$ cat src/rtl/vsp_delay_cal.sv
// VSMP delay-chain calibration controller: sweeps one lane's tap code,
// finds the longest error-free tap window and programs its centre tap.
//
// Ports:
//   clk, rst      - clock, synchronous active-high reset
//   manual_cfg    - software delay word ([7:0] lane0, [15:8] lane1, [31:16] pass-through)
//   cal_start     - pulse: calibrate lane cal_ch (ignored while busy)
//   cal_ch        - lane select, sampled with cal_start
//   cal_clear     - pulse: drop calibrated overrides / abort a running sweep
//   sample_valid  - AFE sample strobe
//   sample_err    - error flag of the strobed sample
//   vsp_config    - registered delay word to the AFE clock block
//   cal_busy      - calibration in progress
//   cal_done      - 1-cycle pulse when a calibration completes
//   cal_fail      - sticky: last calibration found no passing tap (or timed out)
//   win_start     - first tap of the best window
//   win_len       - length of the best window
//
// Optional feature: define VSP_CAL_TIMEOUT_EN to enable a MEASURE-state
// watchdog that fails the calibration when sample_valid stops.
module vsp_delay_cal #(
    parameter int TAP_MAX     = 255,
    parameter int SETTLE_CYC  = 64,
    parameter int SAMPLE_CNT  = 256,
    parameter int ERR_TH      = 0,
    parameter int TIMEOUT_CYC = 4096
) (
    input  logic        clk,
    input  logic        rst,
    input  logic [31:0] manual_cfg,
    input  logic        cal_start,
    input  logic        cal_ch,
    input  logic        cal_clear,
    input  logic        sample_valid,
    input  logic        sample_err,
    output logic [31:0] vsp_config,
    output logic        cal_busy,
    output logic        cal_done,
    output logic        cal_fail,
    output logic [7:0]  win_start,
    output logic [8:0]  win_len
);

    // One counter width covers settle, sample and watchdog counts.
    localparam int CNT_MAX_A = (SETTLE_CYC > SAMPLE_CNT) ? SETTLE_CYC : SAMPLE_CNT;
    localparam int CNT_MAX   = (CNT_MAX_A > TIMEOUT_CYC) ? CNT_MAX_A : TIMEOUT_CYC;
    localparam int CW        = $clog2(CNT_MAX + 1);

    localparam logic [7:0]    TAP_LAST    = 8'(TAP_MAX);
    localparam logic [CW-1:0] SETTLE_LAST = CW'(SETTLE_CYC - 1);
    localparam logic [CW-1:0] SMP_LAST    = CW'(SAMPLE_CNT - 1);
    localparam logic [15:0]   ERR_LIM     = 16'(ERR_TH);

    typedef enum logic [2:0] {
        IDLE, SET, SETTLE, MEASURE, EVAL, FINISH
    } state_t;

    state_t          state;
    logic            ch;
    logic [7:0]      tap;
    logic [CW-1:0]   settle_cnt;
    logic [CW-1:0]   smp_cnt;
    logic [15:0]     err_cnt;
    logic [8:0]      run_len;
    logic [7:0]      run_start;
    logic [8:0]      best_len;
    logic [7:0]      best_start;
    logic [1:0]      ovr;
    logic [1:0][7:0] cal_tap;

`ifdef VSP_CAL_TIMEOUT_EN
    localparam logic [CW-1:0] TO_LAST = CW'(TIMEOUT_CYC - 1);
    logic [CW-1:0]   wd_cnt;
`endif

    // Run/best bookkeeping for the tap being evaluated. A pass on the
    // last tap is folded into the run before it is closed.
    logic       pass;
    logic [8:0] cur_len;
    logic [7:0] cur_start;
    logic       upd;
    logic [8:0] fin_len;
    logic [7:0] fin_start;
    logic [8:0] fin_lm1;
    logic [7:0] centre;

    always_comb begin
        pass      = (err_cnt <= ERR_LIM);
        cur_len   = pass ? run_len + 9'd1 : run_len;
        cur_start = (pass && run_len == 9'd0) ? tap : run_start;
        // Strict compare keeps the earlier of equal-length windows.
        upd       = (!pass || tap == TAP_LAST) && (cur_len > best_len);
        fin_len   = upd ? cur_len : best_len;
        fin_start = upd ? cur_start : best_start;
        fin_lm1   = fin_len - 9'd1;
        centre    = fin_start + fin_lm1[8:1];
    end

    logic [7:0] lane0_n;
    logic [7:0] lane1_n;

    always_comb begin
        lane0_n = ovr[0] ? cal_tap[0] : manual_cfg[7:0];
        lane1_n = ovr[1] ? cal_tap[1] : manual_cfg[15:8];
        if (cal_busy && !ch) lane0_n = tap;
        if (cal_busy && ch)  lane1_n = tap;
    end

    always_ff @(posedge clk) begin
        if (rst) vsp_config <= '0;
        else     vsp_config <= {manual_cfg[31:16], lane1_n, lane0_n};
    end

    always_ff @(posedge clk) begin
        if (rst) begin
            state      <= IDLE;
            ch         <= 1'b0;
            tap        <= '0;
            settle_cnt <= '0;
            smp_cnt    <= '0;
            err_cnt    <= '0;
            run_len    <= '0;
            run_start  <= '0;
            best_len   <= '0;
            best_start <= '0;
            ovr        <= '0;
            cal_tap    <= '0;
            cal_busy   <= 1'b0;
            cal_done   <= 1'b0;
            cal_fail   <= 1'b0;
            win_start  <= '0;
            win_len    <= '0;
`ifdef VSP_CAL_TIMEOUT_EN
            wd_cnt     <= '0;
`endif
        end else begin
            cal_done <= 1'b0;
            if (cal_clear) begin
                // Clear beats a simultaneous start and aborts any sweep.
                ovr      <= '0;
                cal_busy <= 1'b0;
                state    <= IDLE;
            end else begin
                unique case (state)
                    IDLE: begin
                        if (cal_start) begin
                            ch         <= cal_ch;
                            tap        <= '0;
                            run_len    <= '0;
                            run_start  <= '0;
                            best_len   <= '0;
                            best_start <= '0;
                            cal_busy   <= 1'b1;
                            state      <= SET;
                        end
                    end
                    SET: begin
                        settle_cnt <= '0;
                        smp_cnt    <= '0;
                        err_cnt    <= '0;
`ifdef VSP_CAL_TIMEOUT_EN
                        wd_cnt     <= '0;
`endif
                        state      <= SETTLE;
                    end
                    SETTLE: begin
                        if (settle_cnt == SETTLE_LAST) state <= MEASURE;
                        else settle_cnt <= settle_cnt + 1'b1;
                    end
                    MEASURE: begin
                        if (sample_valid) begin
                            smp_cnt <= smp_cnt + 1'b1;
                            if (sample_err && err_cnt != 16'hFFFF)
                                err_cnt <= err_cnt + 16'd1;
                            if (smp_cnt == SMP_LAST) state <= EVAL;
                        end
`ifdef VSP_CAL_TIMEOUT_EN
                        if (sample_valid) begin
                            wd_cnt <= '0;
                        end else if (wd_cnt == TO_LAST) begin
                            // Stalled sample stream: fail without touching ovr.
                            state     <= FINISH;
                            cal_done  <= 1'b1;
                            cal_fail  <= 1'b1;
                            win_start <= '0;
                            win_len   <= '0;
                        end else begin
                            wd_cnt <= wd_cnt + 1'b1;
                        end
`endif
                    end
                    EVAL: begin
                        run_len   <= pass ? cur_len : 9'd0;
                        run_start <= cur_start;
                        if (upd) begin
                            best_len   <= cur_len;
                            best_start <= cur_start;
                        end
                        if (tap == TAP_LAST) begin
                            // Outcome is published on entry to FINISH so it
                            // coincides with the cal_done pulse.
                            state     <= FINISH;
                            cal_done  <= 1'b1;
                            win_start <= fin_start;
                            win_len   <= fin_len;
                            if (fin_len != 9'd0) begin
                                cal_tap[ch] <= centre;
                                ovr[ch]     <= 1'b1;
                                cal_fail    <= 1'b0;
                            end else begin
                                cal_fail <= 1'b1;
                            end
                        end else begin
                            tap   <= tap + 8'd1;
                            state <= SET;
                        end
                    end
                    FINISH: begin
                        cal_busy <= 1'b0;
                        state    <= IDLE;
                    end
                    default: state <= IDLE;
                endcase
            end
        end
    end

endmodule

$ cat config.mk
export PLATFORM = sky130hd
export DESIGN_NAME = vsp_delay_cal
export DESIGN_NICKNAME = d
export VERILOG_FILES = /design/src/rtl/vsp_delay_cal.sv
export SDC_FILE = /design/constraint.sdc
export NUM_CORES = 1
export LEC_CHECK = 0
export ABC_CLOCK_PERIOD_IN_PS = 10100
export CAP_MARGIN = 20
export CORE_MARGIN = 3
export CORE_UTILIZATION = 30
export DETAILED_ROUTE_END_ITERATION = 16
export GPL_ROUTABILITY_DRIVEN = 0
export HOLD_SLACK_MARGIN = 0.06
export PLACE_DENSITY_LB_ADDON = 0.3
export SLEW_MARGIN = 20
export SYNTH_ARGS = -nofsm -noshare
export SYNTH_HDL_FRONTEND = slang
export SYNTH_SLANG_ARGS = --single-unit
$ cat constraint.sdc
create_clock -name clk -period 10.1 [get_ports clk]
set_clock_uncertainty 0.1 [all_clocks]
set_input_delay 1.515 -clock clk [delete_from_list [all_inputs] [get_ports clk]]
set_output_delay 1.515 -clock clk [all_outputs]
set_load 0.02 [all_outputs]
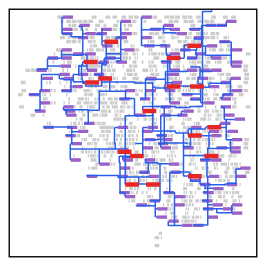
(images/clock_map.png)
Drawn at 1.5 px/micron.
Red shows cells driving clock nets, count 17. Purple shows flip-flops, count 158. Blue shows clock wires, length 2150 microns.
There are 18 routed clock nets. Position of the flops: spread over the die.

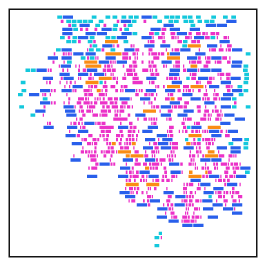
(images/cell_classes.png)
Drawn at 1.5 px/micron.
Blue shows flip-flops, cells 158, share of their area 36%. Magenta shows all other logic, cells 670, share of their area 47%. Orange shows clock drivers and dummy loads, cells 31, share of their area 6.7%. Cyan shows other buffers and delay cells, cells 96, share of their area 11%.

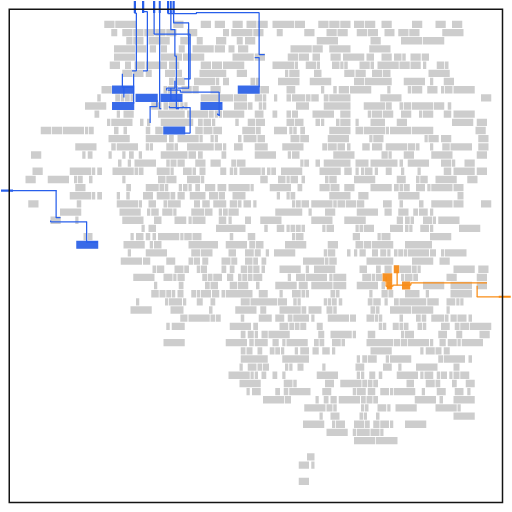
(images/port_nets.png)
Drawn at 3 px/micron.
Blue shows `win_start`, bits 8, direction output, edge 7 north, 1 west, end cells 8, wire 381 microns. Orange shows `cal_start`, bits 1, direction input, edge east, end cells 4, wire 54.3 microns.

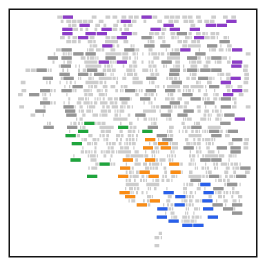
(images/registers.png)
Drawn at 1.5 px/micron.
Green shows `run_len`, sequential cells 9. Orange shows `err_cnt`, sequential cells 16. Blue shows `smp_cnt`, sequential cells 13, where south-east. Purple shows `vsp_config`, sequential cells 32, where a horizontal strip, top.
Another 88 sequential cells are not colored.

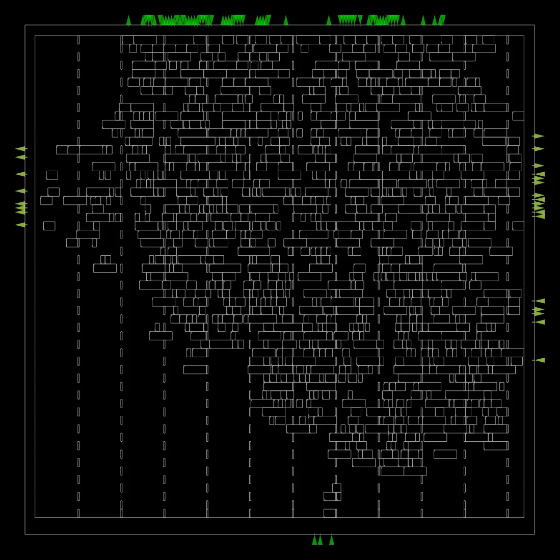
(images/final_placement.png)
fraction of the core area covered by cells at the end of the flow: 37.91%
fill cell total of the finished layout: 2486
number of well taps: 324

==> run notes <==
Synthesis and PnR results.

- Per the synthesis report, the AND-OR/OR-AND share of the synthesized area is between 10% and 20%.
- The startpoint of the worst setup timing path is err_cnt[0]$_SDFFE_PP0P_.
- The count of yosys warnings during synthesis reads 0.
- In this run the core area contains approximately 57 standard-cell rows.
- Along the critical path, the tally of buffer and inverter instances is 1.
- The most common cell after layout, fill and taps aside is sky130_fd_sc_hd__nor2_1.
- The worst hold path terminates at win_start[5]$_SDFFE_PP0P_.
- The post-synthesis share of cell area spent on full adders, half adders and majority gates is around 4.4%.
- The endpoint of the worst register-to-register path reads cal_tap[15]$_SDFFE_PP0P_.
- The diode insertion count for antenna repair is 0.
- The routed length per instance is ~15 microns.
- Per the OpenROAD floorplan log, the width of the die is 163.9 microns.
- Recorded from the global router log, the overflow total was 0.
- The dominant combinational cell family by area after synthesis is simple AND/OR/NAND/NOR gates.
- Timing analysis after detailed placement gives a worst setup slack of 3.914 ns.
- The analysis attributes to cell leakage a power of roughly 0.0033 uW.
- The floorplan core area reads 24390 sq um.
- Clock tree buffers and inverters occupy 6.387% of the routed design's cell area.
- The non-clock buffer area fraction after layout is about a tenth.
- The upper clock frequency limit is 0.1607 GHz.
- The wire length of the first global-routing pass is slightly above 30000 microns.
- The number of instances in the synthesized netlist is between 800 and 900.
- The total length of routed wires reads about 19000 microns.
- The cell taking the most area after synthesis is sky130_fd_sc_hd__dfxtp_1.
- The length in cells of the worst reg-to-reg path reads 22.
- The start point of the worst hold path is win_start[5]$_SDFFE_PP0P_.
- Entering global routing, the biggest net connects 79 pins.
- The number of distinct standard cells referenced by the synthesized netlist is between 50 and 60.
- The number of iterations in the first detailed-routing pass is 5.
- The layout overhead on the synthesized area reads 23.58%.
- The post-placement cell count reads approximately 1200.
- The total net switching power is ~310 uW.
- The arrival time reported for the critical path endpoint reads roughly 6.5 ns.
- The flow ran to the end, and the final reports show no timing, DRC or antenna violations.
- The number of antenna violations at the first check in global routing reads 0.
- The post-detailed-route count of antenna-violating nets reads 0.
- The DRC violation count after routing is 0.
- The critical path runs through a total of 22 cells.
- The slowest cell on the critical path is sky130_fd_sc_hd__or3_1.
- The number of failing hold endpoints at the final stage reads 0.
- The worst-case register-to-register setup slack is just under 4 ns.
- The family with the most delay on the worst path is AND-OR/OR-AND gates.
- The mux share of post-synthesis cell area reads roughly 6.5%.
- The actual transition at the worst max-transition pin is between 1 and 1.5 ns.
- The library cell appearing most often on the critical path is sky130_fd_sc_hd__ha_1.
- The post-layout period usage of the worst path is about 62%.
- The number of hold-repair buffers added at the cts stage reads 0.
- The hold-critical path depth reads 2.
- The register share of total power is a little under half.
- The final cell count without fillers is roughly 1300.
- The max-cap violation count is 0.
- The count of library flops with an enable pin reads 0.
- The number of clock buffer instances in the layout reads 20.
- The clock-pin transition on the worst setup and hold timing paths reads 0.06 ns.
- Setup repair after global routing left no endpoint under its margin.
- Each instance of the synthesized netlist takes up on average 8.571 sq um.
- The detailed placement HPWL reads around 14000 microns.
- 644 cells are multi-input combinational gates.
- For this block, the via count after detailed routing is ~6200.
- The area occupied by registers is around 3200 sq um.
- According to the CTS report, the clock sink count is approximately 160.
- The kind of path behind the tightest hold check reads reg2reg.
- The die area reads 26870 sq um.
- The number of post-CTS setup repair buffers reads 0.
- After synthesis, the share of flip-flops with an asynchronous set or reset is 0%.
- The clock passes through at most 2 buffers.
- The count of buffers inserted at the top-level ports is approximately 90.
- The number of global-route vias before repair is 5967.
- The number of nets at floorplan is approximately 940.
- The share of the synthesized area in the top cell type is a little over two fifths.
- The ratio of cells with drive above 1 in the final layout is slightly below 6%.
- Per report_power, the Combinational row totals roughly 74 uW.
- Counting instances in the post-synthesis netlist gives the leading cell types as sky130_fd_sc_hd__nor2_1 (159), sky130_fd_sc_hd__dfxtp_1 (158), sky130_fd_sc_hd__nand2_1 (63).
- The post-route cell area reads 9246 sq um.
==> routing by layer <==
metal / routed length, microns / track usage [%] / part of all wire (%)
met4: 217 / 4.191 / 1.1
met2: 8600 / 22.58 / 45
met3: 739 / 2.749 / 3.9
met5: 0 / 0 / 0
met1: 9470 / 20.27 / 50
==> sequential cells by signal (all words and copies together), names as in the netlist, 2 cells and up <==
signal / flops
win_len: 9
run_start: 8
tap: 8
settle_cnt: 13
vsp_config: 32
win_start: 8
state: 3
cal_tap: 16
best_start: 8
run_len: 9
smp_cnt: 13
err_cnt: 16
ovr: 2
best_len: 9
Power figures rest on the tool's default switching activity, not on a simulated workload.
